### config.mk
export PLATFORM = sky130hd
export DESIGN_NAME = mc_main_control
export DESIGN_NICKNAME = d
export VERILOG_FILES = /design/src/rtl/mc_ctrl_pkg.sv /design/src/rtl/mc_main_control.sv
export SDC_FILE = /design/constraint.sdc
export NUM_CORES = 1
export LEC_CHECK = 0
export CORE_MARGIN = 2
export CORE_UTILIZATION = 37
export CTS_CLUSTER_SIZE = 30
export DETAILED_ROUTE_END_ITERATION = 16
export PLACE_DENSITY = 0.87
export SYNTH_ARGS = -nofsm -noshare
export SYNTH_HDL_FRONTEND = slang
export SYNTH_SLANG_ARGS = --single-unit
### constraint.sdc
create_clock -name clk -period 2.15 [get_ports clk]
set_clock_uncertainty 0.2 [all_clocks]
set_input_delay 0.3225 -clock clk [delete_from_list [all_inputs] [get_ports clk]]
set_output_delay 0.3225 -clock clk [all_outputs]
set_load 0.02 [all_outputs]
### src/rtl/mc_ctrl_pkg.sv
// rtl/mc_ctrl_pkg.sv - opcodes, state codes and select encodings for the main control FSM
package mc_ctrl_pkg;

    localparam logic [5:0] OP_RTYPE = 6'b000000;
    localparam logic [5:0] OP_LW    = 6'b100011;
    localparam logic [5:0] OP_SW    = 6'b101011;
    localparam logic [5:0] OP_BEQ   = 6'b000100;
    localparam logic [5:0] OP_J     = 6'b000010;
    localparam logic [5:0] OP_ADDI  = 6'b001000;

    typedef enum logic [3:0] {
        ST_IDLE     = 4'd0,
        ST_FETCH    = 4'd1,
        ST_DECODE   = 4'd2,
        ST_MEM_ADDR = 4'd3,
        ST_MEM_RD   = 4'd4,
        ST_MEM_WB   = 4'd5,
        ST_MEM_WR   = 4'd6,
        ST_EXEC     = 4'd7,
        ST_R_WB     = 4'd8,
        ST_BRANCH   = 4'd9,
        ST_JUMP     = 4'd10,
        ST_ADDI_EX  = 4'd11,
        ST_ADDI_WB  = 4'd12
    } state_t;

    localparam logic [1:0] ALUB_RT     = 2'b00;
    localparam logic [1:0] ALUB_FOUR   = 2'b01;
    localparam logic [1:0] ALUB_IMM    = 2'b10;
    localparam logic [1:0] ALUB_IMM_SH = 2'b11;

    localparam logic [1:0] PCSRC_ALU    = 2'b00;
    localparam logic [1:0] PCSRC_ALUOUT = 2'b01;
    localparam logic [1:0] PCSRC_JUMP   = 2'b10;

endpackage

### src/rtl/mc_main_control.sv
// rtl/mc_main_control.sv - multi-cycle MIPS-subset main control FSM
module mc_main_control
    import mc_ctrl_pkg::*;
#(
    parameter bit ADDI_EN = 1'b1,
    parameter int STATE_W = 4
) (
    input  logic               clk,
    input  logic               rst_n,
    input  logic [5:0]         opcode,
    input  logic               mem_ready,
    output logic               pc_write,
    output logic               pc_write_cond,
    output logic [1:0]         pc_source,
    output logic               i_or_d,
    output logic               mem_read,
    output logic               mem_write,
    output logic               ir_write,
    output logic               mem_to_reg,
    output logic               reg_dst,
    output logic               reg_write,
    output logic               alu_src_a,
    output logic [1:0]         alu_src_b,
    output logic               ALUOp1,
    output logic               ALUOp2,
    output logic               illegal_op,
    output logic               instr_done,
    output logic [STATE_W-1:0] state_dbg
);

    state_t state, state_nxt;

    always_ff @(posedge clk or negedge rst_n) begin
        if (!rst_n) state <= ST_IDLE;
        else        state <= state_nxt;
    end

    assign state_dbg = STATE_W'(state);

    always_comb begin
        state_nxt     = ST_FETCH;
        pc_write      = 1'b0;
        pc_write_cond = 1'b0;
        pc_source     = PCSRC_ALU;
        i_or_d        = 1'b0;
        mem_read      = 1'b0;
        mem_write     = 1'b0;
        ir_write      = 1'b0;
        mem_to_reg    = 1'b0;
        reg_dst       = 1'b0;
        reg_write     = 1'b0;
        alu_src_a     = 1'b0;
        alu_src_b     = ALUB_RT;
        ALUOp1        = 1'b0;
        ALUOp2        = 1'b0;
        illegal_op    = 1'b0;
        instr_done    = 1'b0;
        unique case (state)
            ST_FETCH: begin
                mem_read  = 1'b1;
                alu_src_b = ALUB_FOUR;
                ir_write  = mem_ready;
                pc_write  = mem_ready;
                state_nxt = mem_ready ? ST_DECODE : ST_FETCH;
            end
            ST_DECODE: begin
                alu_src_b = ALUB_IMM_SH;
                if (opcode == OP_RTYPE)                        state_nxt = ST_EXEC;
                else if (opcode == OP_LW || opcode == OP_SW)   state_nxt = ST_MEM_ADDR;
                else if (opcode == OP_BEQ)                     state_nxt = ST_BRANCH;
                else if (opcode == OP_J)                       state_nxt = ST_JUMP;
                else if (ADDI_EN && opcode == OP_ADDI)         state_nxt = ST_ADDI_EX;
                else begin
                    illegal_op = 1'b1;
                    instr_done = 1'b1;
                end
            end
            ST_MEM_ADDR: begin
                alu_src_a = 1'b1;
                alu_src_b = ALUB_IMM;
                state_nxt = (opcode == OP_LW) ? ST_MEM_RD : ST_MEM_WR;
            end
            ST_MEM_RD: begin
                mem_read  = 1'b1;
                i_or_d    = 1'b1;
                state_nxt = mem_ready ? ST_MEM_WB : ST_MEM_RD;
            end
            ST_MEM_WB: begin
                reg_write  = 1'b1;
                mem_to_reg = 1'b1;
                instr_done = 1'b1;
            end
            ST_MEM_WR: begin
                mem_write  = 1'b1;
                i_or_d     = 1'b1;
                instr_done = mem_ready;
                state_nxt  = mem_ready ? ST_FETCH : ST_MEM_WR;
            end
            ST_EXEC: begin
                alu_src_a = 1'b1;
                alu_src_b = ALUB_RT;
                ALUOp1    = 1'b1;
                state_nxt = ST_R_WB;
            end
            ST_R_WB: begin
                reg_dst    = 1'b1;
                reg_write  = 1'b1;
                instr_done = 1'b1;
            end
            ST_BRANCH: begin
                alu_src_a     = 1'b1;
                ALUOp2        = 1'b1;
                pc_write_cond = 1'b1;
                pc_source     = PCSRC_ALUOUT;
                instr_done    = 1'b1;
            end
            ST_JUMP: begin
                pc_write   = 1'b1;
                pc_source  = PCSRC_JUMP;
                instr_done = 1'b1;
            end
            ST_ADDI_EX: begin
                alu_src_a = 1'b1;
                alu_src_b = ALUB_IMM;
                state_nxt = ST_ADDI_WB;
            end
            ST_ADDI_WB: begin
                reg_write  = 1'b1;
                instr_done = 1'b1;
            end
            // IDLE and any unused code: all outputs low, fetch next
            default: state_nxt = ST_FETCH;
        endcase
    end

endmodule

==> impl_metrics.json, run 1 <==
{
  "status": "finished clean",
  "syn_to_final_growth_pct": 88.02,
  "detail_route.iter0.violations": 31,
  "cts_root_buf": "clkbuf_4",
  "yosys.cell_types.count": 29,
  "grt_pass1_vias": 694,
  "post_cts_buffers": 0,
  "drtPass1Iterations": 6,
  "clock-sinks": 4,
  "final_max_slew_viol_count": 0,
  "crit_fanout": 9,
  "grt_use_total": 0.2090,
  "min_period_over_period": 0.9757,
  "syn-num-nets": 91,
  "worst_pin_slew_ps": 273.0,
  "ir_drop_v": 0.0007013,
  "worstPathRequired_ps": 1630,
  "final.setup.tns_ps": 0,
  "synth-edff-count": 0,
  "critical_path_class": "flip-flop to output pin",
  "hpwl_um": 1520,
  "clockBufferDepth": 2,
  "leakage_nw": 0.5029,
  "drc": 0,
  "wire_per_inst_um": 12.66,
  "gp_congestion": 0.8150,
  "synth_top_area_share": 0.1843,
  "power_w": 0.001233,
  "synthesis.area_um2": 543.0,
  "hold_violations": 0,
  "wirelength_um": 1886,
  "die_h_um": 42.31,
  "via_per_inst": 5.336,
  "grt-ovfl-total": 0,
  "h-tree-depth": 1,
  "yosysWarnings": 0,
  "drive_above_1_share": 0.3657,
  "synth_area_leader_cell": "dfrtp_1",
  "log.warning_count": 28,
  "hp-class": "input pin to asynchronous set/reset pin",
  "final_cell_mix": "buf_4 (26), nor2_1 (14), a21oi_1 (9), dlygate4sd2_1 (8), clkbuf_2 (7)",
  "ys_area_um2": 543.0,
  "placed_area_um2": 1015,
  "dp_cells": 146,
  "cp-start-kind": "flip-flop",
  "fin_crit_ps": 2098,
  "ys_seq_elements": 4,
  "max_cap_viol_count": 0,
  "via_count": 795,
  "largest_register_ffs": 4,
  "yosys.stat.seqShare": 0.1843,
  "power.density_nw_per_um2": 1208,
  "postSynthAreaPerCell_um2": 6.622,
  "grt_pass1_wl_um": 2932,
  "antenna_found_initial": 0,
  "cts.reportedPaths.clkPinSlew_ps": 40,
  "clkLatencyLatePin_ps": 240,
  "yosys_cells": 82,
  "grt_max_degree": 11,
  "synthCells": 82,
  "drt.antenna.violating_nets": 0,
  "synth-async-reset-ratio": 1.000,
  "diodes": 0,
  "dieArea_um2": 1790,
  "topCellsByArea": "dfrtp_1 (18%), nor2_1 (11%), a21oi_1 (8.3%)",
  "lay_top_count": "buf_4",
  "grt_setup_unrepaired": "true",
  "relSlewSlack": 0.8156,
  "reg2regPathDepth": 4,
  "cts_tree": "built",
  "setup_viol": 0,
  "cp.arrival_ps": 1580,
  "cts_buffers": 3,
  "die_w_um": 42.31,
  "fmax_mhz": 476.7,
  "ctsHoldBuffers": 0,
  "nNetsFinal": 145,
  "ff_type": "dfrtp_1",
  "critical_path.endpoint_type": "output pin"
}
run 1: worst max-delay path, stage by stage, from the launching register on:
cell	delay, ps
dfrtp_1	380
buf_6	140
nor2b_1	140
nand2_1	70
a21oi_1	70
or3b_1	390
buf_6	140
run 1: through the flow:
| stage | worst slack, ps | hold WS, ps |
|---|---|---|
| 2_1_floorplan | 102.0 | -173.1 |
| 3_3_place_gp | -645.6 | 330.6 |
| 3_5_place_dp | -716.4 | 345.3 |
| 4_1_cts | -181.5 | 87.83 |
| 5_1_grt | -30.96 | 97.73 |
| 6_report | 52.31 | 91.22 |
run 1: cells in the mapped netlist (all sizes together), types with 2 or more instances:
| library cell | instances |
|---|---|
| buf | 4 |
| nand3b | 2 |
| nand2b | 4 |
| dfrtp | 4 |
| a21oi | 9 |
| and3 | 2 |
| nand2 | 6 |
| o211ai | 2 |
| a211oi | 2 |
| nor2 | 16 |
| clkbuf | 4 |
| nor3 | 5 |
| or3 | 2 |
| o21ai | 9 |
run 1: worst paths after layout:
kind,slack (ps),start,end
max in group asynchronous,1460,rst_n,state_dbg[2]
hold reg to reg,480,state_dbg[3],state_dbg[1]
min in group clk,280,opcode[3],state_dbg[2]
setup / recovery,50,state_dbg[1],instr_done
setup reg to reg,460,state_dbg[0],state_dbg[2]
hold / removal,90,rst_n,state_dbg[1]
run 1: area by class of cell:
cell class	instances	area (um^2)
Inverter	1	3.754
Fill cell	112	312.8
Tap cell	15	18.77
Sequential cell	4	101.3
Timing Repair Buffer	57	481.7
Clock buffer	3	22.52
Multi-Input combinational cell	69	392.9
run 1: power breakdown:
group,total [W],internal [W],switching (W)
logic,0.00101,0.000482,0.000525
registers,0.000131,0.000105,0.0000265
clock network,0.0000951,0.0000625,0.0000325
run 1: what timing repair did:
item / in CTS / in global routing
pin swaps: 1 / 4
resized: 36 / 29
setup endpoints to repair: 18 / 10
run 1: cells by family (layout without fill, tap and decap cells):
group / Yosys count / count (layout) / synth area share
flops: 4 / 4 / 0.1843
buf+inv: 9 / 61 / 0.1221
xor+xnor: 2 / 2 / 0.03226
simple gates: 41 / 41 / 0.3733
compound gates: 26 / 26 / 0.2880
run 1: per-layer routing:
| layer | global-route usage | vias up | wire length, um |
|---|---|---|---|
| met2 | 0.3754 | 35 | 998 |
| met4 | 0.04375 | 0 | 0 |
| met3 | 0.05172 | 0 | 130 |
| met1 | 0.2481 | 361 | 757 |
| li1 | - | 399 | - |
| met5 | 0 | - | 0 |
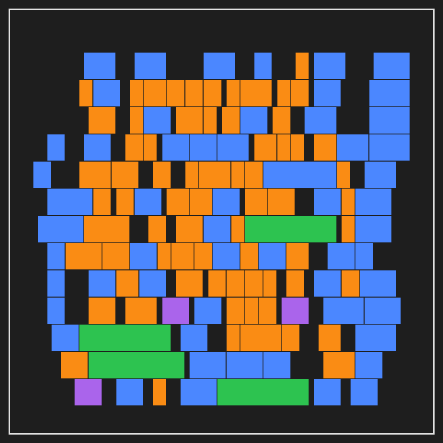
**Above:** run 1 (placed cells, one colour a class).
Scale: 10 px per um.
| class | colour | cells |
|---|---|---|
| other buffers and delay cells | blue | 57 |
| flip-flops | green | 4 |
| cells driving clock nets | purple | 3 |
| all other logic | orange | 70 |
post-route cell area: 1021 um^2
Seq area share: 0.09926
Util after Layout: 0.7655

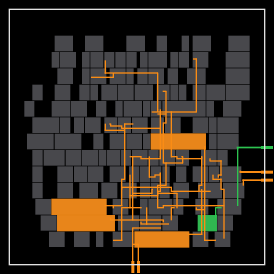
**Above:** run 1 (I/O nets highlighted).
Scale: 6 px per um.
| port | colour | direction | end cells | buffers | wire |
|---|---|---|---|---|---|
| state_dbg | orange | output | 4 | 9 | 296 um |
| instr_done | green | output | 1 | 1 | 16.2 um |
I/O pins: 31
tally of buffers added on design ports: 30

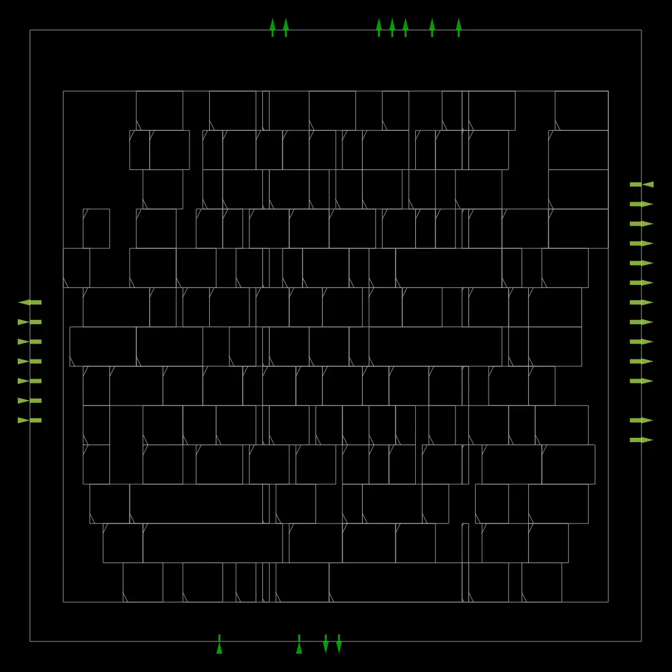
**Above:** run 1 (placement view).
tap cell count: 15
final non-filler cell total: 149
core footprint: 1334 um^2
# rows: 13

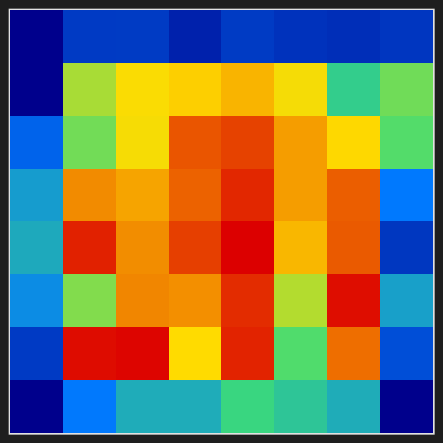
**Above:** run 1 (cell area per tile).
Scale: 10 px per um. The die is cut into 8 by 8 equal tiles; dark blue is low, red is high, 0 to 100% covered.
tiles over 75% full: 42%
densest ninth of the die: centre
emptiest ninth of the die: upper left
nearly empty tiles: 6.2%
Init Core Util: 0.4071

**Run 1: met1 routing**

Scale: 12 px per um. Supply wires on this layer in grey.
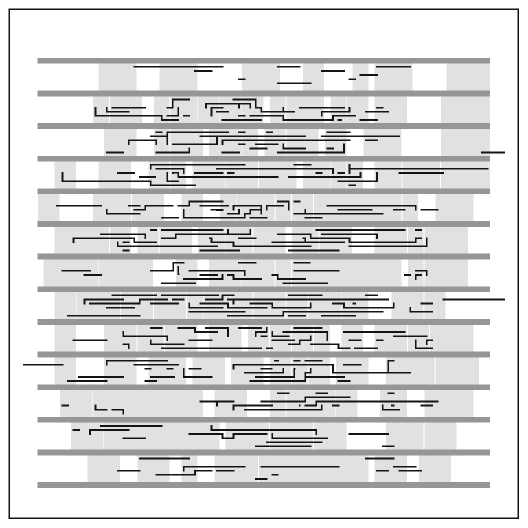

--- run 2 (diff from run 1) ---
Settings changed: CORE_UTILIZATION 37 to 39, CTS_BUF_LIST from default to sky130_fd_sc_hd__clkbuf_2, CTS_CLUSTER_SIZE 30 to 25, PLACE_DENSITY 0.87 to 0.91.
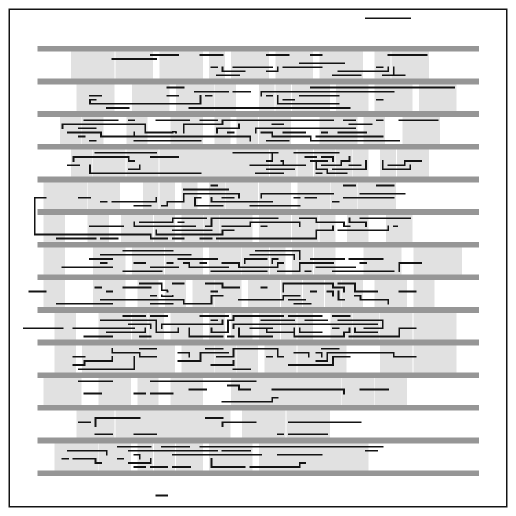
**Above:** run 2 (met1 routing).
Scale: 12 px per um. Supply wires on this layer in grey.
share of all routed wire: 39%
wire length on this layer: 820 um
main direction: horizontal
longest straight run: 15.2 um
vias: 817
Global Route met1 Usage: 0.3204
WL final: 2077 um

==> impl_metrics.json, run 2 <==
{
  "hold_violations": 0,
  "fin_ws_ps": 48.77,
  "synth-async-reset-ratio": 1.000,
  "cts_tree": "built",
  "grt-ovfl-total": 0,
  "core_area_um2": 1301,
  "grt_pass1_wl_um": 3022,
  "syn-num-nets": 91,
  "topCellsByArea": "dfrtp_1 (18%), nor2_1 (11%), a21oi_1 (8.3%)",
  "worstPathRequired_ps": 1630,
  "cts_root_buf": "clkbuf_2",
  "grt_use_total": 0.2764,
  "ff_type": "dfrtp_1",
  "dr_wl_met3_um": 110,
  "synthesis.area_um2": 543.0,
  "clock-sinks": 4,
  "lay_top_count": "buf_4",
  "top_cells_by_count": "nor2_1 (16), a21oi_1 (9), o21ai_0 (8)",
  "final_cell_count_no_fill": 143,
  "ys_area_um2": 543.0,
  "syn_to_final_growth_pct": 73.04,
  "cts_buffers": 3,
  "p_int_w": 0.0005520,
  "dpl_worst_slack_ps": -771.3,
  "clockBufferDepth": 2,
  "max_cap_viol_count": 0,
  "ys_seq_elements": 4,
  "dp_cells": 140,
  "die_h_um": 41.32,
  "drt.antenna.violating_nets": 0,
  "grt_max_degree": 14,
  "cp.arrival_ps": 1580,
  "postSynthAreaPerCell_um2": 6.622,
  "power.density_nw_per_um2": 1209,
  "grt_pass1_vias": 710,
  "row_count": 13,
  "cp-start-kind": "flip-flop",
  "fin_crit_ps": 2101,
  "hp-class": "input pin to asynchronous set/reset pin",
  "drtPass1Iterations": 4,
  "setup_viol": 0,
  "gp_congestion": 0.9248,
  "leakage_nw": 0.4638,
  "nFillCells": 120,
  "dr_wl_met2_um": 1025,
  "ctsHoldBuffers": 0,
  "status": "finished clean",
  "power_w": 0.001136,
  "die_w_um": 41.32,
  "min_period_over_period": 0.9773,
  "relSlewSlack": 0.7566,
  "drive_above_1_share": 0.2969,
  "drc": 0,
  "wl_met1_um": 820,
  "log.warning_count": 28,
  "yosys.stat.seqShare": 0.1843,
  "h-tree-depth": 1,
  "yosys.cell_types.count": 29,
  "hpwl_um": 1640,
  "synth_area_leader_cell": "dfrtp_1",
  "via_per_inst": 5.713,
  "final_cell_mix": "buf_4 (21), nor2_1 (16), dlygate4sd2_1 (12), a21oi_1 (9), clkbuf_2 (9)",
  "synth_top_area_share": 0.1843,
  "switching_share": 0.5142,
  "fmax_mhz": 475.9,
  "ir_drop_v": 0.0005374,
  "clkPwrFrac": 0.066,
  "nNetsFinal": 139,
  "final_max_slew_viol_count": 0,
  "detail_route.iter0.violations": 35,
  "diodes": 0,
  "yosys_cells": 82,
  "yosysWarnings": 0,
  "switchingPower_w": 0.0005842,
  "largest_register_ffs": 4,
  "critical_path_class": "flip-flop to output pin",
  "grt_setup_unrepaired": "true",
  "reg2reg_slack_ps": 390,
  "dieArea_um2": 1707,
  "highest_layer": "met4",
  "critical_path.endpoint_type": "output pin",
  "fp_util": 0.4173,
  "most_common_cell": "nor2_1"
}
[run 2: netlist changes by cell type in the layout (fill, tap and decap cells not counted), moves of 2 or more]
cell / delta
nor2_1: +2
nor2_2: -2
buf_4: -5
clkbuf_4: -3
dlymetal6s2s_1: -2
dlygate4sd2_1: +4
buf_2: +2
clkbuf_2: +2
clkdlybuf4s15_2: -3
[run 2: logic make-up (layout without fill, tap and decap cells)]
logic type | Yosys count | after routing | share of synthesized area
DFF | 4 | 4 | 0.1843
xor gates and xnor gates | 2 | 2 | 0.03226
and+or+nand+nor | 41 | 41 | 0.3733
buffers and inverters | 9 | 55 | 0.1221
AOI/OAI and AO/OA | 26 | 26 | 0.2880
[run 2: path summary, 6_finish.rpt]
path,from,endpoint,cells past startpoint
setup / recovery,state_dbg[3],ALUOp1,4
hold / removal,rst_n,state_dbg[1],1
setup reg to reg,state_dbg[1],state_dbg[2],4
hold reg to reg,state_dbg[3],state_dbg[1],2
max in group asynchronous,rst_n,state_dbg[2],1
min in group clk,opcode[4],state_dbg[2],3
[run 2: area by class of cell]
class,count,area (um^2),share of cell area
flip-flops and latches,4,101.3,0.1079
well taps,15,18.77,0.01997
inverters,1,3.754,0.003995
clock buffers,3,15.01,0.01598
multi-input cells,69,396.6,0.4221
repair buffers,51,404.1,0.4301
[run 2: layer usage]
metal | vias up | global-route usage
li1 | 385 | -
met1 | 374 | 0.3204
met2 | 44 | 0.4531
met3 | 14 | 0.03723
met4 | 0 | 0.2177
met5 | - | 0
[run 2: timing repair]
action                                  in CTS  in global routing
pin swaps                                    4                  7
gates resized                               34                 22
endpoints found under the setup margin      18                 10
cloned                                       0                  0
[run 2: power by group through the flow]
stage / clock (W) / sequential (W) / combinational, W
after floorplan: 0 / 0.000166 / 0.000502
after global placement: 0 / 0.000138 / 0.000943
after detailed placement: 0 / 0.000138 / 0.000972
after CTS: 0.0000734 / 0.000138 / 0.000893
after global routing: 0.0000795 / 0.000146 / 0.000987
final: 0.0000746 / 0.000140 / 0.000922
[run 2: worst max-delay path, stage by stage (launching register included)]
cell and delay, ps:
dfrtp_1 440, nand2b_1 220, buf_4 180, nor2_1 180, clkdlybuf4s15_1 330
[run 2: metrics by stage]
step	instance area, um^2	util	setup TNS (ps)	hold slack (ps)
floorplan	543.0	-	0	-173.1
global placement	957.2	0.7356	-1522	328.6
detailed placement	957.2	0.7356	-2059	351.9
CTS	947.2	0.7279	-90.46	119.4
global route	939.7	0.7221	-64.92	123.6
finish	939.7	0.7221	0	117.0
No activity file was given, so power comes from the tool's default toggle rates.
